[config.mk]
export PLATFORM = sky130hd
export DESIGN_NAME = fetch_stage_flat
export DESIGN_NICKNAME = d
export VERILOG_FILES = /design/src/rtl/legv8_pkg.sv /design/src/rtl/fetch_stage_if.sv /design/src/rtl/pc_register.sv /design/src/rtl/fetch_stage.sv /design/src/flat_wrapper.sv
export SDC_FILE = /design/constraint.sdc
export NUM_CORES = 1
export LEC_CHECK = 0
export CELL_PAD_IN_SITES_DETAIL_PLACEMENT = 1
export CELL_PAD_IN_SITES_GLOBAL_PLACEMENT = 2
export CORE_MARGIN = 1.5
export CORE_UTILIZATION = 31
export DETAILED_ROUTE_END_ITERATION = 10
export GPL_TIMING_DRIVEN = 0
export PLACE_DENSITY_LB_ADDON = 0.1
export SYNTH_ARGS = -nofsm -noshare
export SYNTH_HDL_FRONTEND = slang
export SYNTH_SLANG_ARGS = --single-unit
[constraint.sdc]
create_clock -name clk -period 20.4 [get_ports clk]
set_clock_uncertainty 0.2 [all_clocks]
set_input_delay 4.08 -clock clk [delete_from_list [all_inputs] [get_ports clk]]
set_output_delay 4.08 -clock clk [all_outputs]
set_load 0.02 [all_outputs]
[src/rtl/legv8_pkg.sv]
// -----------------------------------------------------------------------------
// legv8_pkg
// Shared constants and types for the LEGv8 pipeline: default datapath widths,
// the PC increment, the NOP encoding used for IF/ID bubbles, and pc_t/instr_t.
// No ports.
// -----------------------------------------------------------------------------
package legv8_pkg;

    localparam int DEF_PC_WIDTH    = 64;
    localparam int DEF_INSTR_WIDTH = 32;

    typedef logic [DEF_PC_WIDTH-1:0]    pc_t;
    typedef logic [DEF_INSTR_WIDTH-1:0] instr_t;

    localparam pc_t    PC_INC    = pc_t'(4);
    localparam instr_t NOP_INSTR = '0;

endpackage : legv8_pkg

[src/rtl/fetch_stage_if.sv]
// -----------------------------------------------------------------------------
// fetch_stage_if
// Bundles the fetch stage's control inputs, its instruction-memory port and
// its IF/ID outputs.
//   master : the fetch stage (drives imem_addr and the IF/ID fields)
//   slave  : hazard unit, branch resolution, instruction memory and decode
// Signals:
//   PCWrite, IF_ID_Write        stall controls from the hazard unit
//   branch_taken, branch_target redirect request and its address
//   imem_addr, imem_instr       combinational instruction-memory read
//   IF_ID_PC, IF_ID_Instr, IF_ID_Valid  contents of the IF/ID register
// -----------------------------------------------------------------------------
interface fetch_stage_if #(
    parameter int PC_WIDTH    = legv8_pkg::DEF_PC_WIDTH,
    parameter int INSTR_WIDTH = legv8_pkg::DEF_INSTR_WIDTH
);
    logic                   PCWrite;
    logic                   IF_ID_Write;
    logic                   branch_taken;
    logic [PC_WIDTH-1:0]    branch_target;
    logic [PC_WIDTH-1:0]    imem_addr;
    logic [INSTR_WIDTH-1:0] imem_instr;
    logic [PC_WIDTH-1:0]    IF_ID_PC;
    logic [INSTR_WIDTH-1:0] IF_ID_Instr;
    logic                   IF_ID_Valid;

    modport master (
        input  PCWrite, IF_ID_Write, branch_taken, branch_target, imem_instr,
        output imem_addr, IF_ID_PC, IF_ID_Instr, IF_ID_Valid
    );

    modport slave (
        output PCWrite, IF_ID_Write, branch_taken, branch_target, imem_instr,
        input  imem_addr, IF_ID_PC, IF_ID_Instr, IF_ID_Valid
    );
endinterface : fetch_stage_if

[src/rtl/pc_register.sv]
// -----------------------------------------------------------------------------
// pc_register
// Program counter flop. Per rising edge: redirect to the word-aligned target,
// else advance by PC_INC (wrapping modulo 2^PC_WIDTH), else hold.
// Ports:
//   clk, reset (async, active-high)
//   redirect   load the target this edge (highest priority)
//   advance    step to the next sequential instruction
//   target     redirect address; its two low bits are discarded
//   pc         current program counter
// -----------------------------------------------------------------------------
module pc_register
    import legv8_pkg::*;
#(
    parameter int                  PC_WIDTH = DEF_PC_WIDTH,
    parameter logic [PC_WIDTH-1:0] RESET_PC = '0
) (
    input  logic                clk,
    input  logic                reset,
    input  logic                redirect,
    input  logic                advance,
    input  logic [PC_WIDTH-1:0] target,
    output logic [PC_WIDTH-1:0] pc
);

    // NOTE: state flops use non-blocking assignments so every flop samples the
    // pre-edge values of its inputs, regardless of block evaluation order.
    always_ff @(posedge clk or posedge reset) begin
        if (reset) begin
            pc <= RESET_PC;
        end else if (redirect) begin
            pc <= {target[PC_WIDTH-1:2], 2'b00};
        end else if (advance) begin
            pc <= pc + PC_WIDTH'(PC_INC);
        end
    end

endmodule : pc_register

[src/rtl/fetch_stage.sv]
// -----------------------------------------------------------------------------
// fetch_stage
// LEGv8 instruction-fetch stage: owns the PC and the IF/ID register, honours
// the PCWrite/IF_ID_Write stall controls, applies branch redirects with an
// IF/ID flush, and keeps saturating stall/flush event counters.
// Ports:
//   clk                  pipeline clock (rising edge)
//   reset                asynchronous, active-high reset
//   fif (master)         control inputs, imem port and IF/ID outputs
//   stall_count          cycles held by PCWrite=0 without a redirect
//   flush_count          number of redirects taken
// -----------------------------------------------------------------------------
module fetch_stage
    import legv8_pkg::*;
#(
    parameter int                  PC_WIDTH    = DEF_PC_WIDTH,
    parameter int                  INSTR_WIDTH = DEF_INSTR_WIDTH,
    parameter logic [PC_WIDTH-1:0] RESET_PC    = '0,
    parameter int                  CNT_WIDTH   = 32
) (
    input  logic                 clk,
    input  logic                 reset,
    fetch_stage_if.master        fif,
    output logic [CNT_WIDTH-1:0] stall_count,
    output logic [CNT_WIDTH-1:0] flush_count
);

    logic [PC_WIDTH-1:0] pc;

    pc_register #(
        .PC_WIDTH (PC_WIDTH),
        .RESET_PC (RESET_PC)
    ) u_pc_register (
        .clk      (clk),
        .reset    (reset),
        .redirect (fif.branch_taken),
        .advance  (fif.PCWrite),
        .target   (fif.branch_target),
        .pc       (pc)
    );

    // imem_addr is the PC flop itself: no input reaches it combinationally.
    assign fif.imem_addr = pc;

    // IF/ID register. A redirect flushes it to a bubble even if decode asked
    // to hold, because the held instruction is on the wrong path.
    always_ff @(posedge clk or posedge reset) begin
        if (reset) begin
            fif.IF_ID_PC    <= '0;
            fif.IF_ID_Instr <= INSTR_WIDTH'(NOP_INSTR);
            fif.IF_ID_Valid <= 1'b0;
        end else if (fif.branch_taken) begin
            fif.IF_ID_PC    <= '0;
            fif.IF_ID_Instr <= INSTR_WIDTH'(NOP_INSTR);
            fif.IF_ID_Valid <= 1'b0;
        end else if (fif.IF_ID_Write) begin
            fif.IF_ID_PC    <= pc;
            fif.IF_ID_Instr <= fif.imem_instr;
            fif.IF_ID_Valid <= 1'b1;
        end
    end

    // Performance counters stick at all-ones so a long run never reads as a
    // small count after wrapping. A stall coinciding with a redirect is not
    // a stall: the redirect discards it.
    always_ff @(posedge clk or posedge reset) begin
        if (reset) begin
            stall_count <= '0;
            flush_count <= '0;
        end else begin
            if (!fif.PCWrite && !fif.branch_taken && (stall_count != '1)) begin
                stall_count <= stall_count + CNT_WIDTH'(1);
            end
            if (fif.branch_taken && (flush_count != '1)) begin
                flush_count <= flush_count + CNT_WIDTH'(1);
            end
        end
    end

endmodule : fetch_stage

[src/flat_wrapper.sv]
// flat-port wrapper written by rule: the top's interface ports become plain ports
module fetch_stage_flat import legv8_pkg::*;
#(
    parameter int                  PC_WIDTH    = DEF_PC_WIDTH,
    parameter int                  INSTR_WIDTH = DEF_INSTR_WIDTH,
    parameter logic [PC_WIDTH-1:0] RESET_PC    = '0,
    parameter int                  CNT_WIDTH   = 32
)
  (clk, reset, stall_count, flush_count, fif_PCWrite, fif_IF_ID_Write, fif_branch_taken, fif_branch_target, fif_imem_instr, fif_imem_addr, fif_IF_ID_PC, fif_IF_ID_Instr, fif_IF_ID_Valid);
  fetch_stage_if #(.PC_WIDTH(PC_WIDTH), .INSTR_WIDTH(INSTR_WIDTH)) fif_i ();
  input  logic clk;
  input  logic reset;
  output logic [CNT_WIDTH-1:0] stall_count;
  output logic [CNT_WIDTH-1:0] flush_count;
  input wire logic [$bits(fif_i.PCWrite)-1:0] fif_PCWrite;
  input wire logic [$bits(fif_i.IF_ID_Write)-1:0] fif_IF_ID_Write;
  input wire logic [$bits(fif_i.branch_taken)-1:0] fif_branch_taken;
  input wire logic [$bits(fif_i.branch_target)-1:0] fif_branch_target;
  input wire logic [$bits(fif_i.imem_instr)-1:0] fif_imem_instr;
  output wire logic [$bits(fif_i.imem_addr)-1:0] fif_imem_addr;
  output wire logic [$bits(fif_i.IF_ID_PC)-1:0] fif_IF_ID_PC;
  output wire logic [$bits(fif_i.IF_ID_Instr)-1:0] fif_IF_ID_Instr;
  output wire logic [$bits(fif_i.IF_ID_Valid)-1:0] fif_IF_ID_Valid;
  assign fif_i.PCWrite = fif_PCWrite;
  assign fif_i.IF_ID_Write = fif_IF_ID_Write;
  assign fif_i.branch_taken = fif_branch_taken;
  assign fif_i.branch_target = fif_branch_target;
  assign fif_i.imem_instr = fif_imem_instr;
  assign fif_imem_addr = fif_i.imem_addr;
  assign fif_IF_ID_PC = fif_i.IF_ID_PC;
  assign fif_IF_ID_Instr = fif_i.IF_ID_Instr;
  assign fif_IF_ID_Valid = fif_i.IF_ID_Valid;
  fetch_stage #(.PC_WIDTH(PC_WIDTH), .INSTR_WIDTH(INSTR_WIDTH), .RESET_PC(RESET_PC), .CNT_WIDTH(CNT_WIDTH)) u_core (.clk(clk), .reset(reset), .fif(fif_i), .stall_count(stall_count), .flush_count(flush_count));
endmodule
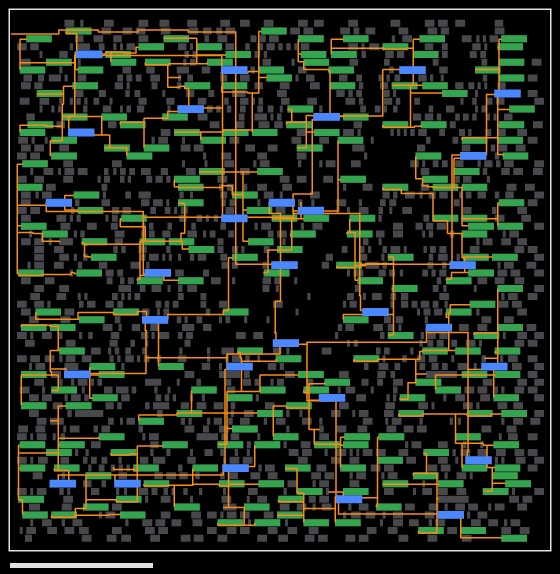
Fig. 1. Clock distribution (run 1).
The bar under the picture is 50 um long.
[blue] cells driving clock nets | count: 29
[orange] clock wires | length: 3710 um
[green] flip-flops | count: 222
flops lie: widely spread
clock network power share: 39.9%
worst-skew pair later-pin latency: 560 ps

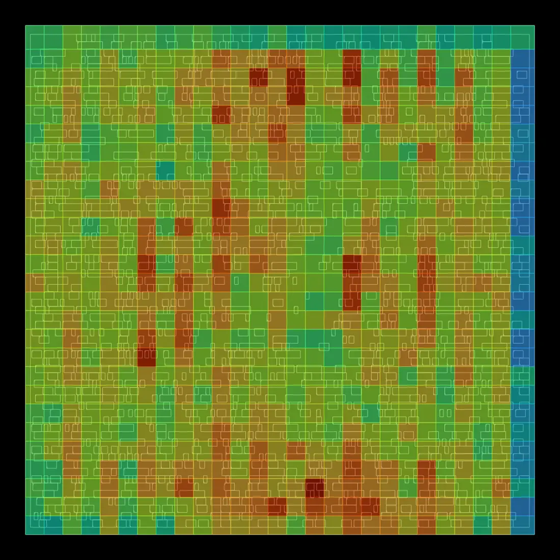
Fig. 2. Congestion heat map (run 1).
met1 track demand over resource: 28.20%
mean routed wirelength per cell: 19.90 um

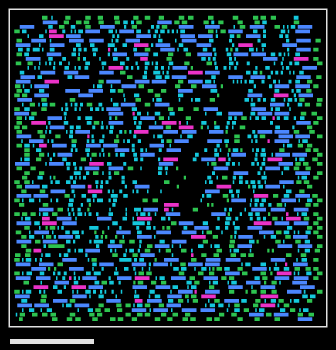
Fig. 3. Cells coloured by class (run 1).
The bar under the picture is 50 um long.
| colour | class | cells | share of their area |
|---|---|---|---|
| magenta | clock drivers and dummy loads | 51 | 6.4% |
| cyan | all other logic | 758 | 33% |
| blue | flops | 222 | 37% |
| green | other buffers and delay cells | 371 | 23% |

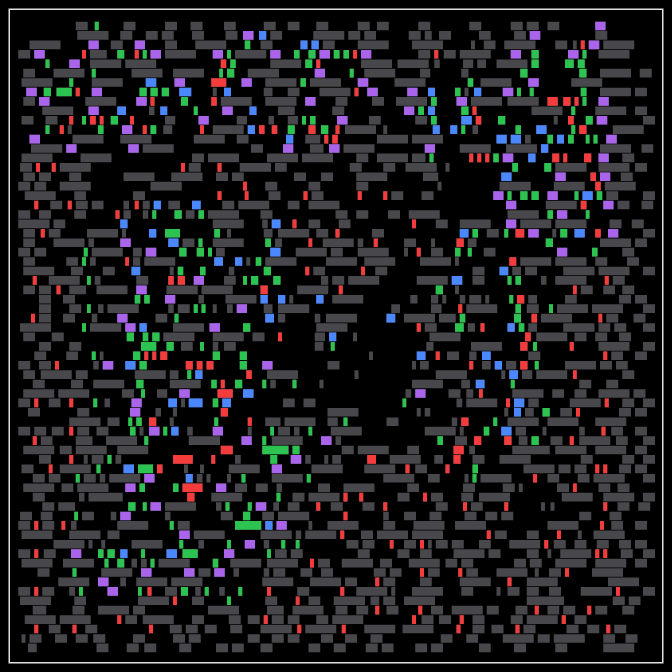
Fig. 4. Logic cells by family (run 1).
| colour | family | cells |
|---|---|---|
| green | NAND gates | 200 |
| red | NOR gates | 187 |
| purple | XOR/XNOR gates | 94 |
| blue | AND and OR gates | 67 |
most frequent logic cell in the layout: clkdlybuf4s50_1
multi-input combinational area share: 31.32%
final std cells w/o fill: 1853

==> notes.md, run 1 <==
Figures from the implementation reports.

- The run finished with clean final reports.
- The number of flops mapped to enable cells by yosys reads 0.
- The total tool warning count is 34.
- In the final layout, flip-flops and latches take up between 30 and 40% of the cell area.
- The largest single stage delay on the critical path is 780 ps.
- Setup repair after global routing left no endpoint under its margin.
- The first global-routing pass estimated 57.76 mm of wire.
- The number of cells on the worst hold path is listed as 1.
- The power consumption is around 1.3 mW.
- The DRC violation total left in the routed layout is recorded as 0.
- The max-slew violation total from the final report reads 0.
- The combinational power reads roughly 0.25 mW.
- The synthesized instance count reads about 1000.
- The sum of buffers and inverters on the critical path is 5.
- In the Yosys report, the sequential cells make up 52.24% of the chip area.
- The kind of capture point of the worst setup path is a flip-flop.
- The final core area utilization is 45.76%.
- After layout the clock buffers and inverters come to 6.157% of cell area.
- The post-layout period usage of the worst path is 34.31%.
- The commonest cells after synthesis are 222 x dfrtp_1, 138 x nor2_1, 99 x mux2i_1.
- Each instance of the synthesized netlist takes up on average 10.33 um2.
- The number of gates on the worst path with buffers counted is 6.
- In this build the clock could be raised as far as 0.1429 GHz.
- The transition time at the pin with the least slew margin reads around 970 ps.
- From bottom edge to top edge, the die measures 188.2 um.
- The signal on the critical path passes through clkdlybuf4s50_1 > clkbuf_1 > clkbuf_1 > clkbuf_1 > clkbuf_1 > nor2_1.
- The cell resize tally after clock tree synthesis reads 0.
- CTS built an H-tree with a depth of 1.
- The element type at the critical path start reads a primary input.
- The clock-pin slew on the worst setup and hold paths reads 60 ps.
- The tree is rooted in a clkbuf_16.
- Summing every instance area after synthesis gives ~0.011 mm2.
- The most repeated library cell on the critical path is clkbuf_1.
- The half-perimeter wire length after detailed placement is 26.70 mm.
- The max-slew headroom at the worst pin is 35.53%.
- After global routing, the most crowded layer is met2.
- The post-CTS setup repair buffer count reads 0.
- For this run, combinational gates with multiple inputs come to 745.
- In this run, the synthesized area fraction spent on adder and majority cells is recorded as 0.3529%.
- The number of flip-flops under the largest register name reads 63.
- The critical path startpoint reads fif_branch_taken.
- The detailed-router iteration count before antenna repair is 6.
- For this run, the chip area from Yosys synthesis comes to 0.01064 mm2.
- The and-or/or-and share of the synthesized area reads under 10%.
- The layout has 3745 filler cells.
- On met3, the global router reports a usage of under 10%.
--- run 2 (diff from run 1) ---
--- a/config.mk
+++ b/config.mk
@@ -8,7 +8,7 @@
 export CELL_PAD_IN_SITES_DETAIL_PLACEMENT = 1
 export CELL_PAD_IN_SITES_GLOBAL_PLACEMENT = 2
 export CORE_MARGIN = 1.5
-export CORE_UTILIZATION = 31
+export CORE_UTILIZATION = 26
 export DETAILED_ROUTE_END_ITERATION = 10
 export GPL_TIMING_DRIVEN = 0
 export PLACE_DENSITY_LB_ADDON = 0.1
==> constraint.sdc (replaced) <==
create_clock -name clk -period 5.7 [get_ports clk]
set_clock_uncertainty 0.2 [all_clocks]
set_input_delay 1.14 -clock clk [delete_from_list [all_inputs] [get_ports clk]]
set_output_delay 1.14 -clock clk [all_outputs]
set_load 0.02 [all_outputs]
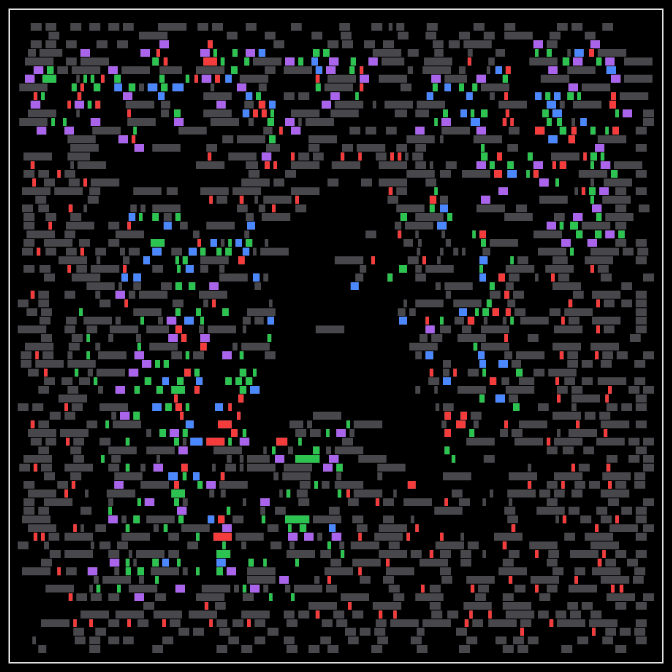
Fig. 5. Logic cells by family (run 2).
| colour | family | cells |
|---|---|---|
| green | NAND gates | 200 |
| blue | AND and OR gates | 67 |
| red | NOR gates | 187 |
| purple | XOR/XNOR gates | 94 |
final std cells w/o fill: 1931
multi-input combinational area share: 31.16%

==> notes.md, run 2 <==
Figures from the implementation reports.

- The count of cells along the worst hold path reads 1 (unchanged).
- The number of flip-flops under the largest register name is 63 (unchanged).
- The die outline height came to 205.3 um (+9.0%).
- The half-perimeter wire length after detailed placement was 29.44 mm (+10%).
- The element type at the critical path start reads a primary input.
- The detailed-router iteration count before antenna repair reads 4 (-2).
- The count of H-tree levels built during CTS was 1 (unchanged).
- The routed wire length per instance was 20.34 um (+2.2%).
- The buffer cell driving the clock tree root is clkbuf_16.
- The max-slew headroom at the worst pin reads 33.07% (-2.5 points).
- The kind of capture point of the worst setup path reads a flip-flop.
- The transition time at the pin with the least slew margin reads 1004 ps (+36.85 ps).
- The post-synthesis instance area reads 0.01064 mm2 (unchanged).
- The synthesized instance count came to 1030 (unchanged).
- The synthesized area per cell is 10.33 um2 (unchanged).
- The most utilized layer in the global route result reads met2.
- The combinational power is 0.886 mW (+260%).
- The most repeated library cell on the critical path is clkbuf_1.
- The cell resize tally after clock tree synthesis reads 0 (unchanged).
- The residual DRC count was 0 (unchanged).
- Setup repair after global routing left no endpoint under its margin.
- The sum of buffers and inverters on the critical path is 5 (unchanged).
- The run finished with clean final reports.
- The filler cell count in the final layout is 4506 (+20%).
- The library cell used most frequently in the layout, excluding fill and tap cells, is clkdlybuf4s50_1.
- The clock-pin slew on the worst setup and hold paths is 60 ps (about the same).
- The post-layout period usage of the worst path is around three quarters.
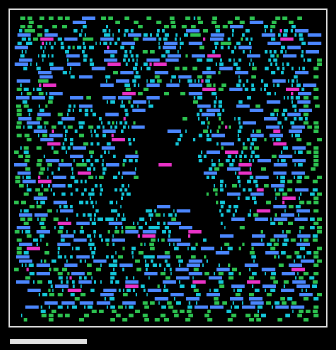
Fig. 6. Cells coloured by class (run 2).
The bar under the picture is 50 um long.
| colour | class | cells | share of their area |
|---|---|---|---|
| green | other buffers and delay cells | 377 | 24% |
| magenta | clock drivers and dummy loads | 49 | 5.6% |
| blue | flops | 222 | 38% |
| cyan | all other logic | 758 | 33% |
core region area: 0.04001 mm2
register share of the cell area: 35.92%

Power is estimated from default activity; no workload was simulated.
